<file path="src/rtl/alu_pkg.sv">
// alu_pkg: constants shared by the ALU and its control decoder.
//   - 4-bit ALU operation codes (same encoding the alu block decodes)
//   - RV32I major opcodes handled by the decoder
package alu_pkg;

    localparam logic [3:0] ALU_ADD  = 4'b0000;
    localparam logic [3:0] ALU_SUB  = 4'b0001;
    localparam logic [3:0] ALU_AND  = 4'b0010;
    localparam logic [3:0] ALU_OR   = 4'b0011;
    localparam logic [3:0] ALU_XOR  = 4'b0100;
    localparam logic [3:0] ALU_SLL  = 4'b0101;
    localparam logic [3:0] ALU_SRL  = 4'b0110;
    localparam logic [3:0] ALU_SRA  = 4'b0111;
    localparam logic [3:0] ALU_SLT  = 4'b1000;
    localparam logic [3:0] ALU_SLTU = 4'b1001;

    localparam logic [6:0] OP_R      = 7'b0110011;
    localparam logic [6:0] OP_IMM    = 7'b0010011;
    localparam logic [6:0] OP_LOAD   = 7'b0000011;
    localparam logic [6:0] OP_STORE  = 7'b0100011;
    localparam logic [6:0] OP_BRANCH = 7'b1100011;

    // Full decode result as held by the output register.
    typedef struct packed {
        logic [3:0]  alu_op;
        logic        use_imm;
        logic [31:0] imm;
        logic [4:0]  rs1;
        logic [4:0]  rs2;
        logic [4:0]  rd;
        logic        reg_write;
        logic        illegal;
    } dec_t;

endpackage

</file>
<file path="src/rtl/alu_ctrl_comb.sv">
// alu_ctrl_comb: purely combinational RV32I -> ALU control decode.
// Ports:
//   instr      in  32  instruction word
//   alu_op     out 4   ALU operation (alu_pkg encoding)
//   use_imm    out 1   operand B takes imm instead of rs2
//   imm        out 32  sign-extended immediate (0 where unused)
//   rs1/rs2/rd out 5   raw register index fields
//   reg_write  out 1   result is written to rd
//   illegal    out 1   unsupported encoding; all control fields forced to 0
module alu_ctrl_comb
    import alu_pkg::*;
(
    input  logic [31:0] instr,
    output logic [3:0]  alu_op,
    output logic        use_imm,
    output logic [31:0] imm,
    output logic [4:0]  rs1,
    output logic [4:0]  rs2,
    output logic [4:0]  rd,
    output logic        reg_write,
    output logic        illegal
);

    logic [6:0]  opcode;
    logic [2:0]  funct3;
    logic [6:0]  funct7;
    logic        funct7_zero;
    logic        funct7_alt;
    logic [31:0] imm_i;
    logic [31:0] imm_s;
    logic [31:0] imm_shamt;
    logic [3:0]  base_op;

    assign opcode      = instr[6:0];
    assign funct3      = instr[14:12];
    assign funct7      = instr[31:25];
    assign funct7_zero = (funct7 == 7'b0000000);
    assign funct7_alt  = (funct7 == 7'b0100000);
    assign rs1         = instr[19:15];
    assign rs2         = instr[24:20];
    assign rd          = instr[11:7];

    assign imm_i     = {{20{instr[31]}}, instr[31:20]};
    assign imm_s     = {{20{instr[31]}}, instr[31:25], instr[11:7]};
    // Shift immediates carry only the shift amount; funct7 bits are opcode, not data.
    assign imm_shamt = {27'd0, instr[24:20]};

    // funct3 map shared by R-type and I-type ALU ops (alternate funct7 handled below).
    always_comb begin
        base_op = ALU_ADD;
        unique case (funct3)
            3'b000: base_op = ALU_ADD;
            3'b001: base_op = ALU_SLL;
            3'b010: base_op = ALU_SLT;
            3'b011: base_op = ALU_SLTU;
            3'b100: base_op = ALU_XOR;
            3'b101: base_op = ALU_SRL;
            3'b110: base_op = ALU_OR;
            3'b111: base_op = ALU_AND;
            default: base_op = ALU_ADD;
        endcase
    end

    always_comb begin
        alu_op    = ALU_ADD;
        use_imm   = 1'b0;
        imm       = '0;
        reg_write = 1'b0;
        illegal   = 1'b0;

        case (opcode)
            OP_R: begin
                reg_write = 1'b1;
                alu_op    = base_op;
                if (funct7_alt && funct3 == 3'b000) begin
                    alu_op = ALU_SUB;
                end else if (funct7_alt && funct3 == 3'b101) begin
                    alu_op = ALU_SRA;
                end else if (!funct7_zero) begin
                    illegal = 1'b1;
                end
            end
            OP_IMM: begin
                reg_write = 1'b1;
                use_imm   = 1'b1;
                imm       = imm_i;
                alu_op    = base_op;
                if (funct3 == 3'b001) begin
                    imm = imm_shamt;
                    if (!funct7_zero) begin
                        illegal = 1'b1;
                    end
                end else if (funct3 == 3'b101) begin
                    imm = imm_shamt;
                    if (funct7_alt) begin
                        alu_op = ALU_SRA;
                    end else if (!funct7_zero) begin
                        illegal = 1'b1;
                    end
                end
            end
            OP_LOAD: begin
                reg_write = 1'b1;
                use_imm   = 1'b1;
                imm       = imm_i;
            end
            OP_STORE: begin
                use_imm = 1'b1;
                imm     = imm_s;
            end
            OP_BRANCH: begin
                unique case (funct3[2:1])
                    2'b00: alu_op = ALU_SUB;
                    2'b01: illegal = 1'b1;
                    2'b10: alu_op = ALU_SLT;
                    2'b11: alu_op = ALU_SLTU;
                    default: illegal = 1'b1;
                endcase
            end
            default: illegal = 1'b1;
        endcase

        // Illegal encodings must not steer the datapath or write the register file.
        if (illegal) begin
            alu_op    = ALU_ADD;
            use_imm   = 1'b0;
            imm       = '0;
            reg_write = 1'b0;
        end
    end

endmodule

</file>
<file path="src/rtl/alu_ctrl_decoder.sv">
// alu_ctrl_decoder: registered decode stage with valid/ready on both sides.
// Ports:
//   clk, reset        clock, asynchronous active-high reset
//   inValid/inReady   upstream handshake (inReady = !outValid || outReady)
//   instr             instruction word
//   outValid/outReady downstream handshake
//   aluControl, useImm, imm, rs1, rs2, rd, regWrite, illegal  registered decode
//   illegalCount      saturating count of accepted illegal instructions,
//                     present only when ALU_DEC_ILLEGAL_CNT_EN is defined
module alu_ctrl_decoder
    import alu_pkg::*;
(
    input  logic        clk,
    input  logic        reset,
    input  logic        inValid,
    output logic        inReady,
    input  logic [31:0] instr,
    output logic        outValid,
    input  logic        outReady,
    output logic [3:0]  aluControl,
    output logic        useImm,
    output logic [31:0] imm,
    output logic [4:0]  rs1,
    output logic [4:0]  rs2,
    output logic [4:0]  rd,
    output logic        regWrite,
`ifdef ALU_DEC_ILLEGAL_CNT_EN
    output logic [15:0] illegalCount,
`endif
    output logic        illegal
);

    dec_t dec_d;
    dec_t dec_q;
    logic valid_q;
    logic accept;
    logic drain;

    alu_ctrl_comb u_comb (
        .instr     (instr),
        .alu_op    (dec_d.alu_op),
        .use_imm   (dec_d.use_imm),
        .imm       (dec_d.imm),
        .rs1       (dec_d.rs1),
        .rs2       (dec_d.rs2),
        .rd        (dec_d.rd),
        .reg_write (dec_d.reg_write),
        .illegal   (dec_d.illegal)
    );

    assign inReady = !valid_q || outReady;
    assign accept  = inValid && inReady;
    assign drain   = valid_q && outReady;

    // Accept has priority so a simultaneous accept+drain keeps outValid high.
    always_ff @(posedge clk or posedge reset) begin
        if (reset) begin
            valid_q <= 1'b0;
            dec_q   <= '0;
        end else if (accept) begin
            valid_q <= 1'b1;
            dec_q   <= dec_d;
        end else if (drain) begin
            valid_q <= 1'b0;
        end
    end

`ifdef ALU_DEC_ILLEGAL_CNT_EN
    logic [15:0] ill_cnt_q;

    always_ff @(posedge clk or posedge reset) begin
        if (reset) begin
            ill_cnt_q <= '0;
        end else if (accept && dec_d.illegal && ill_cnt_q != 16'hFFFF) begin
            ill_cnt_q <= ill_cnt_q + 16'd1;
        end
    end

    assign illegalCount = ill_cnt_q;
`endif

    assign outValid   = valid_q;
    assign aluControl = dec_q.alu_op;
    assign useImm     = dec_q.use_imm;
    assign imm        = dec_q.imm;
    assign rs1        = dec_q.rs1;
    assign rs2        = dec_q.rs2;
    assign rd         = dec_q.rd;
    assign regWrite   = dec_q.reg_write;
    assign illegal    = dec_q.illegal;

endmodule

</file>
<file path="config.mk">
export PLATFORM = sky130hd
export DESIGN_NAME = alu_ctrl_decoder
export DESIGN_NICKNAME = d
export VERILOG_FILES = /design/src/rtl/alu_pkg.sv /design/src/rtl/alu_ctrl_comb.sv /design/src/rtl/alu_ctrl_decoder.sv
export SDC_FILE = /design/constraint.sdc
export NUM_CORES = 1
export LEC_CHECK = 0
export ABC_AREA = 1
export CAP_MARGIN = 5
export CELL_PAD_IN_SITES_DETAIL_PLACEMENT = 1
export CELL_PAD_IN_SITES_GLOBAL_PLACEMENT = 1
export CORE_MARGIN = 10
export CORE_UTILIZATION = 32
export CTS_CLUSTER_DIAMETER = 40
export DETAILED_ROUTE_END_ITERATION = 6
export MAX_ROUTING_LAYER = met4
export PLACE_DENSITY_LB_ADDON = 0.2
export SYNTH_ARGS = -nofsm -noshare
export SYNTH_HDL_FRONTEND = slang
export SYNTH_SLANG_ARGS = --single-unit
</file>
<file path="constraint.sdc">
create_clock -name clk -period 2.42 [get_ports clk]
set_input_delay 0.242 -clock clk [delete_from_list [all_inputs] [get_ports clk]]
set_output_delay 0.242 -clock clk [all_outputs]
set_load 0.02 [all_outputs]
</file>
==> images/gate_families.png <==
Drawn at 4 px/um.
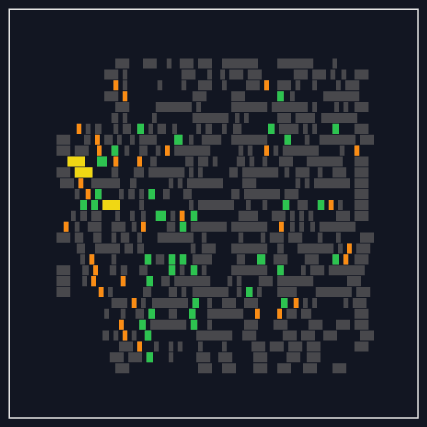
Key: orange = inverters [cells 32]; green = inverting AOI/OAI gates [cells 35]; yellow = adder and majority cells [cells 3]

==> images/port_nets.png <==
Drawn at 4 px/um.
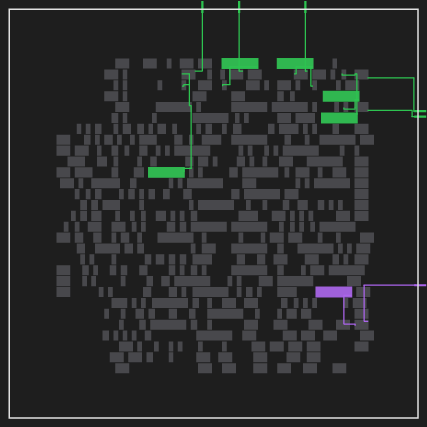
Key: purple = outValid [bits 1, direction output, edge east, end cells 1, buffers 1, wire 34.9 um]; green = rs1 [bits 5, direction output, edge 3 north, 2 east, end cells 5, buffers 5, wire 159 um]

==> run notes <==
impl run done, here's what came out: Crit path depth 1, TritonRoute pass-1 iters 4, # port buffers 91, top routing layer used met4, top cells by count nand2_1, dfrtp_1, inv_1, worst slack, placed 0.305 ns, Reg2Reg Depth 6, core footprint 6420 um^2, post-CTS setup buffer count 0, critical path arrival 1.74 ns, global route overflow 0, Area Growth Syn to Fin 43.7%, Area leader share 40.9%, Clock transition at path regs 0.07 ns, Comb power frac 24.7%, DRT iter0 DRCs 80, worst hold margin 0.358 ns, ys async rst share 100%, met2 routed WL 3520 um, worst-skew pair later-pin latency 0.29 ns, Critical Path Start imm[30], fin crit period 1.98 ns, YS chip area 2140 um^2, ys flop type dfrtp_1, Hold Path Class in2async, Crit. End Element primary output, Final Total Pwr 1.43 mW, DRT Wirelength 7000 um, io pins 92, Initial Util 33.3%, ys flops 35, FF-to-FF End illegal, CP delay by family, top buffers and inverters, Highest Clock Rate 505 MHz, antenna cells 0, first-pass GRT wire length 11200 um, placed cells 434, root buf cell clkbuf_8, Top Layout Cells nand2_1, clkdlybuf4s50_1, dfrtp_1, via count 2128, met3 wire len 376 um, post-cts repair resize count 0, clock network power share 30.1%, Yosys Warn Count 0, Buffers & Inverters on Critical Path 1, share of cells above drive strength 1 8.24%, Yosys cell types 31, worst-path fanout max 22, sequential fraction of the synthesis area 40.9%, cell with the most instances after synthesis nand2_1, status complete, no violations, initial antenna violation count 0, GPL Wtd Cong 0.824, Die Ht 102 um, syn nets 329, CTS tree done, clk_skew 0.00946 ns, Max clock buf depth 2, final non-filler cell total 441, drt drc 0, Placed Instance Area 2990 um^2, Yosys Instances 290, OpenROAD warning count 28, Max Slew Vio Count 0, vias in the first global route 2228, Max stage delay on crit path 0.74 ns, max cap viols 0, Hold Fails Final Rpt 0, crit path max-delay cell type clkdlybuf4s50_1, Commonest Layout Cell nand2_1, routed len/inst 15.9 um, sw frac 29.3%, Max VDD drop 0.192 mV, Rows 29, crit path cell chain clkdlybuf4s50_1, Net Switching 0.418 mW, hold buffer count at cts 0, Setup crit end imm[11], Worst-Margin Slew 0.587 ns, Crit Path Category reg2out, vias per cell 4.83, sequential power share 45.3%, DP HPWL 5530 um, met1 WL 3060 um, flop2flop setup slack 0.95 ns, setup ws final 0.441 ns, startpoint types register, post-route cell area 3080 um^2, leakage power 1.47 nW, RSZ-0062 raised after global routing false, Relative slew margins 60.9%, cts bufs inserted 5, H-tree depth 2, reg2reg start outValid, power density over the cells 463 nW/um^2, Pint 1.01 mW, die area 10400 um^2, Data required, critical path 2.18 ns, synthesized area 2140 um^2, Cell area leaders dfrtp_1, nand2_1, buf_4, Sink Count 35, Mapped Cells 290, final period utilization 81.8%, Routed Antenna Nets 0, cell type with the largest total area dfrtp_1, Mapped Avg Cell Area 7.38 um^2, Nets 403, filler instances 797, setup_tns 0 ns, largest net degree at the start of global routing 41, final core occ 47.9%, Die Span X 102 um, Overall Global Routing Usage 13.9%, EDFF count, synth 0, final setup fails 0
## power by group through the flow
stage / combinational, mW / sequential [mW] / clock [mW]
after floorplan: 0.119 / 0.703 / 0
after global placement: 0.351 / 0.654 / 0
after detailed placement: 0.357 / 0.657 / 0
after CTS: 0.358 / 0.646 / 0.440
after global routing: 0.386 / 0.650 / 0.465
final: 0.352 / 0.645 / 0.429
## flip-flops by register name, indices dropped and copies added, names as in the netlist
name / cells
imm: 12
rs1: 5
rd: 5
illegal: 1
aluControl: 4
outValid: 1
rs2: 5
regWrite: 1
useImm: 1
## final cells by class
| cell class | instances | area [um^2] | area share, % |
|---|---|---|---|
| tap | 77 | 96.3 | 3.13 |
| multi-input combinational | 195 | 955 | 31.0 |
| clock inverter | 1 | 5.00 | 0.163 |
| sequential | 35 | 876 | 28.5 |
| clock buffer | 6 | 82.6 | 2.69 |
| timing repair buffer | 95 | 941 | 30.6 |
| inverter | 32 | 120 | 3.91 |
## worst register-to-register path, stage by stage, from the launching register on
cell and delay, ns:
dfrtp_1 0.35, nand2_1 0.08, nand2_1 0.09, clkinv_1 0.38, buf_4 0.33, nor2_1 0.09
a31oi_1 0.04
## cells by family after synthesis
kind of cell | Yosys count | share of synthesized area, %
AND-OR/OR-AND | 36 | 8.88
buffers and inverters | 60 | 14.5
AND/OR/NAND/NOR | 156 | 34.0
flip-flops | 35 | 40.9
adder cells (fa/ha/maj) | 3 | 1.75
## routing by layer
| metal | GRT usage (%) | vias up |
|---|---|---|
| li1 | - | 1059 |
| met1 | 16.1 | 1009 |
| met2 | 23.3 | 54 |
| met3 | 3.47 | 6 |
| met4 | 3.96 | 0 |
| met5 | - | - |
Power is estimated from default activity; no workload was simulated.
